Figure 1. Clock distribution (run 1).
Scale: 8 px per um.
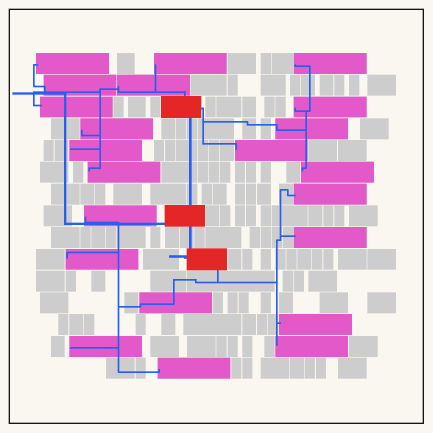
Figure 2. Congestion heat map (run 1).
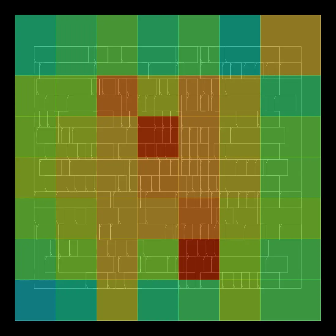
Figure 3. Wire density map (run 1).
Scale: 8 px per um. The die is cut into 10 by 10 equal tiles; white is low, dark blue is high, scaled to the fullest tile. Values are wire area over tile area, all layers added.
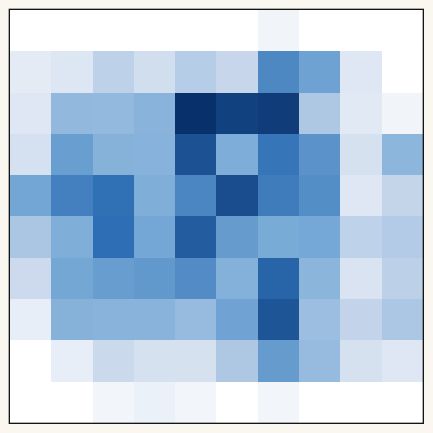
[config.mk]
export PLATFORM = sky130hd
export DESIGN_NAME = adder_operand_sequencer
export DESIGN_NICKNAME = d
export VERILOG_FILES = /design/src/rtl/adder_operand_sequencer.sv
export SDC_FILE = /design/constraint.sdc
export NUM_CORES = 1
export LEC_CHECK = 0
export ABC_AREA = 1
export CORE_MARGIN = 3
export CORE_UTILIZATION = 54
export CTS_BUF_LIST = sky130_fd_sc_hd__clkbuf_8
export CTS_CLUSTER_SIZE = 8
export DETAILED_ROUTE_END_ITERATION = 7
export PLACE_DENSITY = 0.87
export REMOVE_ABC_BUFFERS = 1
export SLEW_MARGIN = 20
export SYNTH_ARGS = -nofsm -noshare
export SYNTH_HDL_FRONTEND = slang
export SYNTH_SLANG_ARGS = --single-unit
[constraint.sdc]
create_clock -name clk -period 3.45 [get_ports clk]
set_clock_uncertainty 0.1 [all_clocks]
set_input_delay 0.5175 -clock clk [delete_from_list [all_inputs] [get_ports clk]]
set_output_delay 0.5175 -clock clk [all_outputs]
set_load 0.01 [all_outputs]
[src/rtl/adder_operand_sequencer.sv]
// Operand sequencer for a combinational adder. Button presses load operand A and
// then operand B. After a settle interval it captures {cout,s} and checks it against a+b.
module adder_operand_sequencer #(
  parameter int WIDTH         = 4,
  parameter int SETTLE_CYCLES = 4
) (
  input  logic             clk,
  input  logic             rst_n,
  input  logic             btn,
  input  logic [WIDTH-1:0] sw,
  output logic [WIDTH-1:0] a,
  output logic [WIDTH-1:0] b,
  input  logic [WIDTH-1:0] s,
  input  logic             cout,
  output logic [WIDTH:0]   result,
  output logic             result_valid,
  output logic             mismatch,
  output logic             busy
);

  localparam int CNT_W = (SETTLE_CYCLES > 1) ? $clog2(SETTLE_CYCLES) : 1;

  typedef enum logic [1:0] {
    LOAD_A = 2'd0,
    LOAD_B = 2'd1,
    SETTLE = 2'd2,
    DONE   = 2'd3
  } state_e;

  state_e             state_q, state_d;
  logic [2:0]         sync_q;
  logic [CNT_W-1:0]   cnt_q, cnt_d;
  logic [WIDTH-1:0]   a_q, a_d, b_q, b_d;
  logic [WIDTH:0]     result_q, result_d;
  logic               valid_q, valid_d;
  logic               mismatch_q, mismatch_d;
  logic               press;
  logic [WIDTH:0]     sum_ref;
  logic [WIDTH:0]     captured;

  // sync_q[1:0] is the two-flop synchroniser; sync_q[2] is the edge-detect history.
  assign press    = sync_q[1] & ~sync_q[2];
  assign sum_ref  = {1'b0, a_q} + {1'b0, b_q};
  assign captured = {cout, s};

  always_comb begin
    // NOTE: every _d starts at its current _q so that no path leaves a variable unassigned, which would infer a latch.
    state_d    = state_q;
    cnt_d      = cnt_q;
    a_d        = a_q;
    b_d        = b_q;
    result_d   = result_q;
    valid_d    = valid_q;
    mismatch_d = mismatch_q;
    case (state_q)
      LOAD_A: if (press) begin
        a_d     = sw;
        state_d = LOAD_B;
      end
      LOAD_B: if (press) begin
        b_d     = sw;
        cnt_d   = CNT_W'(SETTLE_CYCLES - 1);
        state_d = SETTLE;
      end
      SETTLE: begin
        // Presses are dropped here on purpose: only the edge-detect history remembers them.
        if (cnt_q != '0) begin
          cnt_d = cnt_q - CNT_W'(1);
        end else begin
          result_d   = captured;
          mismatch_d = (captured != sum_ref);
          valid_d    = 1'b1;
          state_d    = DONE;
        end
      end
      DONE: if (press) begin
        a_d        = sw;
        valid_d    = 1'b0;
        mismatch_d = 1'b0;
        state_d    = LOAD_B;
      end
      default: state_d = LOAD_A;
    endcase
  end

  // NOTE: sequential state uses non-blocking assignments only; blocking ones would race with other clocked blocks.
  always_ff @(posedge clk or negedge rst_n) begin
    if (!rst_n) begin
      sync_q     <= '0;
      state_q    <= LOAD_A;
      cnt_q      <= '0;
      a_q        <= '0;
      b_q        <= '0;
      result_q   <= '0;
      valid_q    <= 1'b0;
      mismatch_q <= 1'b0;
    end else begin
      sync_q     <= {sync_q[1:0], btn};
      state_q    <= state_d;
      cnt_q      <= cnt_d;
      a_q        <= a_d;
      b_q        <= b_d;
      result_q   <= result_d;
      valid_q    <= valid_d;
      mismatch_q <= mismatch_d;
    end
  end

  assign a            = a_q;
  assign b            = b_q;
  assign result       = result_q;
  assign result_valid = valid_q;
  assign mismatch     = mismatch_q;
  assign busy         = (state_q == SETTLE);

endmodule

==> Changelog: implementation, run 1 <==
### Physical design

* Outcome: finished clean
* Buffers on Ports at 27
* Top cells by count: 39 x nand2_1, 22 x dfrtp_1, 22 x inv_1, 18 x o21ai_0
* Fin crit share at 0.620
* Max Used Layer: met4
* Rel. slew slack at 0.362
* Main power group: combinational cells
* First-pass GRT wire length at approximately 4300 um
* Peak VDD IR at around 0.00078 V
* Area Growth Syn to Fin at 32.9%
* Critical path arrival at approximately 1.5 ns
* Final hold vios at 0
* Pint at about 0.90 mW
* Max-area cell share at 0.491
* Clk pwr share at 0.161
* Crit path to: busy
* OpenROAD warning count at 27
* NonClk Buf Share at 0.181
* FF/Latch Area at 551 um^2
* Syn Inst Count at roughly 140
* RR Endpoint: mismatch$_DFFE_PN0P_
* Post-Layout Cell Count at 191
* Nets at approximately 190
* Postcts setup bufs at 0
* Num rows at 15
* Critical Path Sink Type: output pin
* H-tree levels at 1
* DP Cell Count at approximately 190
* Net Switching at roughly 0.58 mW
* Core Area at about 1800 um^2
* ClkCell Share at 0.0479
* Power Combinational at slightly below 0.8 mW
* # resized after CTS at 0
* Worst-margin pin slew at between 0.9 and 1 ns
* Initial drt markers at 27
* Yosys simple share at 0.199
* RSZ-0062 raised after global routing: false
* # setup viols final at 0
* Synth Flop Type: dfrtp_1
* Fmax at roughly 470 MHz
* Power Density at 998 nW/um^2
* Sequential element share of the synthesized area at 0.491
* Finished Cell Area at about 1500 um^2
* Crit-path slowest cell: clkdlybuf4s50_1
About Figure 1:
[clock wires] blue | length: 254 um
[flip-flops] magenta | count: 22
[clock-net drivers] red | count: 3
routed clock nets: 4
flops lie: widely spread

About Figure 2:
GR peak layer: met2
GR Util met2: 0.371

About Figure 3:
mean over tiles: 0.15
nearly empty tiles: 17%
fullest tile: 0.42
tiles over half the peak: 29%

==> inputs of run 2 (changes only) <==
Settings changed: CORE_UTILIZATION 54 to 50, PLACE_DENSITY 0.87 to 0.81.
Clock period 3.45 ns to 2.15 ns, I/O delays scaled along.
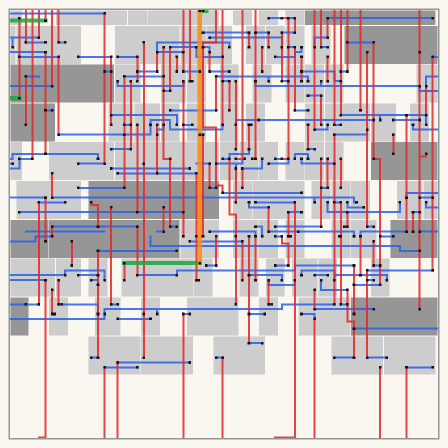
Figure 4: run 2, zoomed window.
Window x 12 to 42, y 1 to 31 um. Cells in gray, sequential cells in the stronger gray; small squares are vias.
| layer | color |
|---|---|
| M3 | green |
| M4 | orange |
| M2 | red |
| M1 | blue |
sequential cells in the window: 6
cells with their middle in the window: 78
most frequent: nand2_1 (28), inv_1 (10), clkdlybuf4s50_1 (9)
netlist names of flops here include: `result` (3), `b` (2)

==> run 2 against run 1 <==
  * Worst hold slack got worse by 0.00096 ns
  * Largest power group unchanged
  * Cell count rose by 1.6%
  * Clock-buffer cell count rose by 1
==> Changelog: implementation, run 2 <==
### Physical design

* Outcome: finished clean
* Clk pwr share at 0.129 (-0.032)
* Largest class: registers
* Crit-path slowest cell: clkdlybuf4s50_1
* Top cells by count: 39 x nand2_1, 22 x dfrtp_1, 22 x inv_1, 18 x o21ai_0
* Syn Inst Count at 136 (unchanged)
* Max Used Layer: met4
* Power Density at 1530 nW/um^2 (+53%)
* Crit path to: busy
* Worst-margin pin slew at 0.347 ns (-0.608 ns)
* NonClk Buf Share at 0.187 (+0.00582)
* Die Wd at ~53 um
* Sequential element share of the synthesized area at 0.491 (unchanged)
* Clock tree buffer depth at 2
* OpenROAD warning count at 27 (unchanged)
* H-tree levels at 1 (unchanged)
* Peak VDD IR at 0.000930 V (+19%)
* Fmax at between 500 and 600 MHz
* Pint at 1.36 mW (+51%)
* WL met2 at ~1100 um
* DP Cell Count at 190 (+1.6%)
* GR Util met2 at 0.343 (-0.0279)
* First-pass GRT wire length at 4110 um (-4.0%)
* Max-area cell share at 0.491 (unchanged)
* Finished Cell Area at 1480 um^2 (-0.42%)
* Critical Path Sink Type: output pin
* Fin crit share at 0.911
* FF/Latch Area at 551 um^2 (unchanged)
* RR Endpoint: mismatch$_DFFE_PN0P_
* Num rows at 16 (+1)
* Combinational Power Share at 0.550
* CP Class: register to output pin
* Area Growth Syn to Fin at 32.4%
* Final hold vios at 0 (unchanged)
* Main power group: combinational cells
Power is estimated from default activity; no workload was simulated.
